## config.mk

```make
export PLATFORM = sky130hd
export DESIGN_NAME = microwave_cook_timer
export DESIGN_NICKNAME = d
export VERILOG_FILES = /design/src/rtl/microwave_cook_timer.sv
export SDC_FILE = /design/constraint.sdc
export NUM_CORES = 1
export LEC_CHECK = 0
export CAP_MARGIN = 40
export CORE_MARGIN = 5
export CORE_UTILIZATION = 45
export CTS_CLUSTER_SIZE = 30
export DETAILED_ROUTE_END_ITERATION = 16
export DONT_BUFFER_PORTS = 1
export GPL_TIMING_DRIVEN = 0
export SLEW_MARGIN = 20
export SYNTH_ARGS = -nofsm -noshare
export SYNTH_HDL_FRONTEND = slang
export SYNTH_SLANG_ARGS = --single-unit
```

## constraint.sdc

```tcl
create_clock -name clk -period 2.52 [get_ports clk]
set_clock_uncertainty 0.1 [all_clocks]
set_input_delay 0.378 -clock clk [delete_from_list [all_inputs] [get_ports clk]]
set_output_delay 0.378 -clock clk [all_outputs]
set_load 0.005 [all_outputs]
```

## src/rtl/microwave_cook_timer.sv

```systemverilog
// Cook-time countdown beside the microwave controller: counts preset seconds while heating, pulses done at zero.
// Optional +30 s button is compiled in with `define MW_TIMER_ADD30_EN.
module microwave_cook_timer #(
  parameter int unsigned TW          = 8,
  parameter int unsigned CLK_PER_SEC = 100
) (
  input  logic          clk,
  input  logic          reset,
  input  logic [3:0]    states,
  input  logic          time_load,
  input  logic [TW-1:0] time_sec,
  input  logic          cancel,
  input  logic          add30,
  output logic          done,
  output logic [TW-1:0] remaining,
  output logic          magnetron_on,
  output logic          paused
);

  localparam int unsigned PW = (CLK_PER_SEC > 1) ? $clog2(CLK_PER_SEC) : 1;
  localparam logic [PW-1:0] PRESC_MAX = PW'(CLK_PER_SEC - 1);
  localparam logic [TW-1:0] ADD_SEC   = TW'(30);
`ifdef MW_TIMER_ADD30_EN
  localparam bit ADD30_EN = 1'b1;
`else
  localparam bit ADD30_EN = 1'b0;
`endif

  typedef enum logic [1:0] {
    IDLE    = 2'd0,
    ARMED   = 2'd1,
    COOKING = 2'd2,
    PAUSED  = 2'd3
  } state_t;

  state_t        state_q, state_d;
  logic [TW-1:0] rem_q, rem_d;
  logic [PW-1:0] presc_q, presc_d;
  logic          done_q, done_d;
  logic          mag_q, mag_d;
  logic          paused_q, paused_d;

  logic          heat_ok;
  logic          tick;
  logic          add_en;
  logic          last_tick;
  logic          load_ok;
  logic          start_unused;
  logic [TW-1:0] rem_dec;
  logic [TW-1:0] rem_plus;
  logic [TW-1:0] rem_dec_plus;

  // Saturating +30 s
  function automatic logic [TW-1:0] sat_add30(input logic [TW-1:0] base);
    logic [TW:0] sum;
    sum = {1'b0, base} + {1'b0, ADD_SEC};
    return sum[TW] ? {TW{1'b1}} : sum[TW-1:0];
  endfunction

  assign start_unused = states[3];
  assign heat_ok      = states[2] & states[1] & ~states[0];
  assign tick         = (presc_q == PRESC_MAX);
  assign add_en       = ADD30_EN & add30;
  assign load_ok      = time_load & (time_sec != '0);
  assign rem_dec      = (rem_q != '0) ? rem_q - TW'(1) : '0;
  assign rem_plus     = sat_add30(rem_q);
  assign rem_dec_plus = sat_add30(rem_dec);

  // State and datapath registers
  always_ff @(posedge clk) begin
    if (reset) begin
      state_q  <= IDLE;
      rem_q    <= '0;
      presc_q  <= '0;
      done_q   <= 1'b0;
      mag_q    <= 1'b0;
      paused_q <= 1'b0;
    end else begin
      state_q  <= state_d;
      rem_q    <= rem_d;
      presc_q  <= presc_d;
      done_q   <= done_d;
      mag_q    <= mag_d;
      paused_q <= paused_d;
    end
  end

  // Next state, countdown and prescaler
  always_comb begin
    state_d   = state_q;
    rem_d     = rem_q;
    presc_d   = presc_q;
    last_tick = 1'b0;
    if (cancel) begin
      state_d = IDLE;
      rem_d   = '0;
      presc_d = '0;
    end else begin
      unique case (state_q)
        IDLE: begin
          presc_d = '0;
          if (load_ok) begin
            state_d = ARMED;
            rem_d   = time_sec;
          end else if (add_en) begin
            state_d = ARMED;
            rem_d   = ADD_SEC;
          end
        end
        ARMED: begin
          if (load_ok)     rem_d = time_sec;
          else if (add_en) rem_d = rem_plus;
          if (heat_ok) begin
            state_d = COOKING;
            presc_d = '0;
          end
        end
        COOKING: begin
          if (!heat_ok) begin
            state_d = PAUSED;
            if (add_en) rem_d = rem_plus;
          end else if (tick) begin
            presc_d = '0;
            if (add_en) begin
              rem_d = rem_dec_plus;
            end else if (rem_q <= TW'(1)) begin
              // Final second expires: finish cooking
              rem_d     = '0;
              state_d   = IDLE;
              last_tick = (rem_q == TW'(1));
            end else begin
              rem_d = rem_dec;
            end
          end else begin
            presc_d = presc_q + PW'(1);
            if (add_en) rem_d = rem_plus;
          end
        end
        PAUSED: begin
          if (add_en) rem_d = rem_plus;
          if (heat_ok) state_d = COOKING;
        end
        default: begin
          state_d = IDLE;
          rem_d   = '0;
          presc_d = '0;
        end
      endcase
    end
  end

  // Registered outputs follow the next state
  always_comb begin
    done_d   = last_tick;
    mag_d    = (state_d == COOKING);
    paused_d = (state_d == PAUSED);
  end

  assign done         = done_q;
  assign remaining    = rem_q;
  assign magnetron_on = mag_q;
  assign paused       = paused_q;

endmodule

```

### M1 wires

Bar = 20 um. Supply wires on this layer in gray.
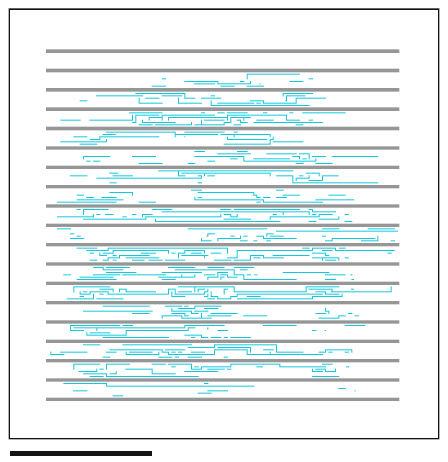
The layer carries 1,380 um of wire. 153 nets have wire on it.
via count: 1,072
met1 Track Usage GR: 0.230
Final Routed Wirelength: 2850 um

### M2 wires

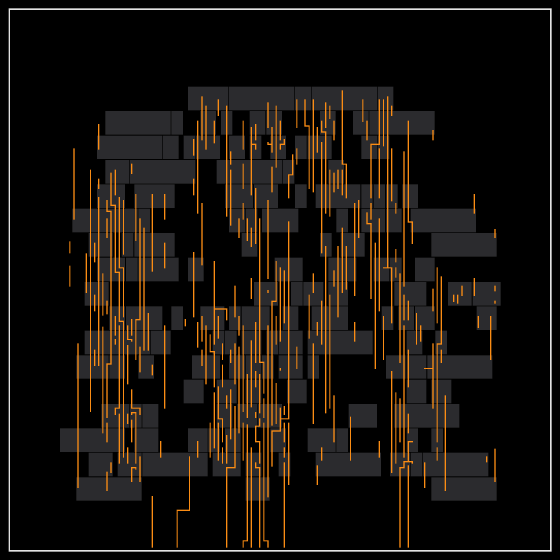
The layer carries 1,260 um of wire. 130 nets have wire on it. The layer holds 44% of the routed length.

==> CHANGELOG.md <==
### Changed

- Result of the run: completed
- Vertical extent of the die: 60.2 um
- Chip width: approximately 60 um
- Worst Path Required: 2.65 ns
- Antenna violations before repair: 0
- Switching share of power: 0.263
- Largest power group: sequential cells
- CTS tree: yes
- Commonest non-fill, non-tap cell in the layout: sky130_fd_sc_hd__dfxtp_1
- Share of the clock period used by the worst path: 0.854
- Data arrival at the endpoint of the critical path: between 2 and 2.5 ns
- I/O Pins: 28
- End of the worst register-to-register path: remaining[3]$_SDFFE_PP0P_
- Fraction of registers with async set or reset after synthesis: 0
- Via count of the first global-routing pass: around 1,000
- Count of buffers inserted at the top-level ports: 0
- Post-cts resize count: 0
- Number of max-slew violations in the final report: 0
- DRC violations left: 0
- Count of different cell masters after synthesis: 42
- Relative max-transition margin: 0.536
- CP Capture Type: register
- Hold Path Depth: 1
- Highest-count cells in the layout ignoring fill and taps: 20 x sky130_fd_sc_hd__dfxtp_1, 18 x sky130_fd_sc_hd__nor2_1, 17 x sky130_fd_sc_hd__a21oi_1
- Area fraction of the dominant cell type after synthesis: 0.353
- PD cells: approximately 460 nW/um^2
- Post-placement cell count: between 150 and 200
- Wire per inst: 16.4 um
- Final Wtd Congestion: approximately 0.83
- Combinational group power: 0.0000624 W
- Sequential Power: 0.000330 W
- Static leakage power: 0.407 nW
- Critical path start-end classification: register to register
- Synthesis warning total: 0
- Fraction of final layout cells sized beyond drive strength 1: 0.0764
- Setup TNS: 0 ns
- Total clock network power: 0.000153 W
- Cell Count, Final, Fillers Out: about 170
- Fmax achieved: approximately 460 MHz
- Critical path buffers and inverters: 1
- Number of nets in the layout: 167
- Number of nets with antenna violations after routing: 0
- Count of max-cap constraint violations: 0
- Top cell family by delay on the critical path: AND-OR/OR-AND gates
- Most used standard cell by instance count after synthesis: sky130_fd_sc_hd__dfxtp_1
### The metal 3 layer

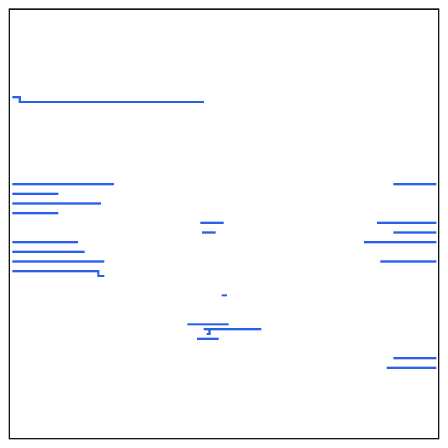
20 nets have wire on it. The layer holds 6.4% of the routed length. The longest straight run is 25.8 um.
routing usage on met3: 0.0410

### Wiring heat map

12 x 12 tiles, from dark blue (low) to red (high), scaled to the fullest tile. Values are wire area over tile area, all layers added.
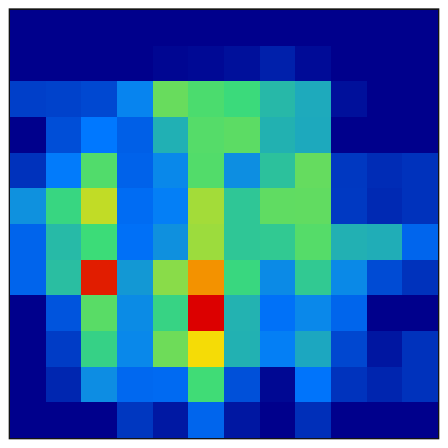
The densest ninth of the die: middle. The fullest tile reaches 0.54. 28% of the tiles are nearly empty.

per-layer routing:
| metal | wire (um) | GRT usage |
|---|---|---|
| met1 | 1380 | 0.230 |
| met2 | 1260 | 0.284 |
| met3 | 182 | 0.0410 |
| met4 | 28 | 0.0475 |
| met5 | 0 | 0 |
logic make-up (layout without fill, tap and decap cells):
kind of cell / count (synthesis) / count (layout) / synth area share
and+or+nand+nor: 62 / 62 / 0.298
DFF: 20 / 20 / 0.353
adders and majority gates: 5 / 5 / 0.0530
AOI/OAI and AO/OA: 46 / 46 / 0.258
buffers and inverters: 8 / 11 / 0.0375
cell type report:
class | instances | area [sq um]
inverters | 5 | 18.8
fillers | 255 | 1240
flip-flops and latches | 20 | 400
multi-input cells | 113 | 691
well taps | 30 | 37.5
plain buffers | 3 | 23.8
clock buffers | 3 | 22.5
No activity file was given, so power comes from the tool's default toggle rates.
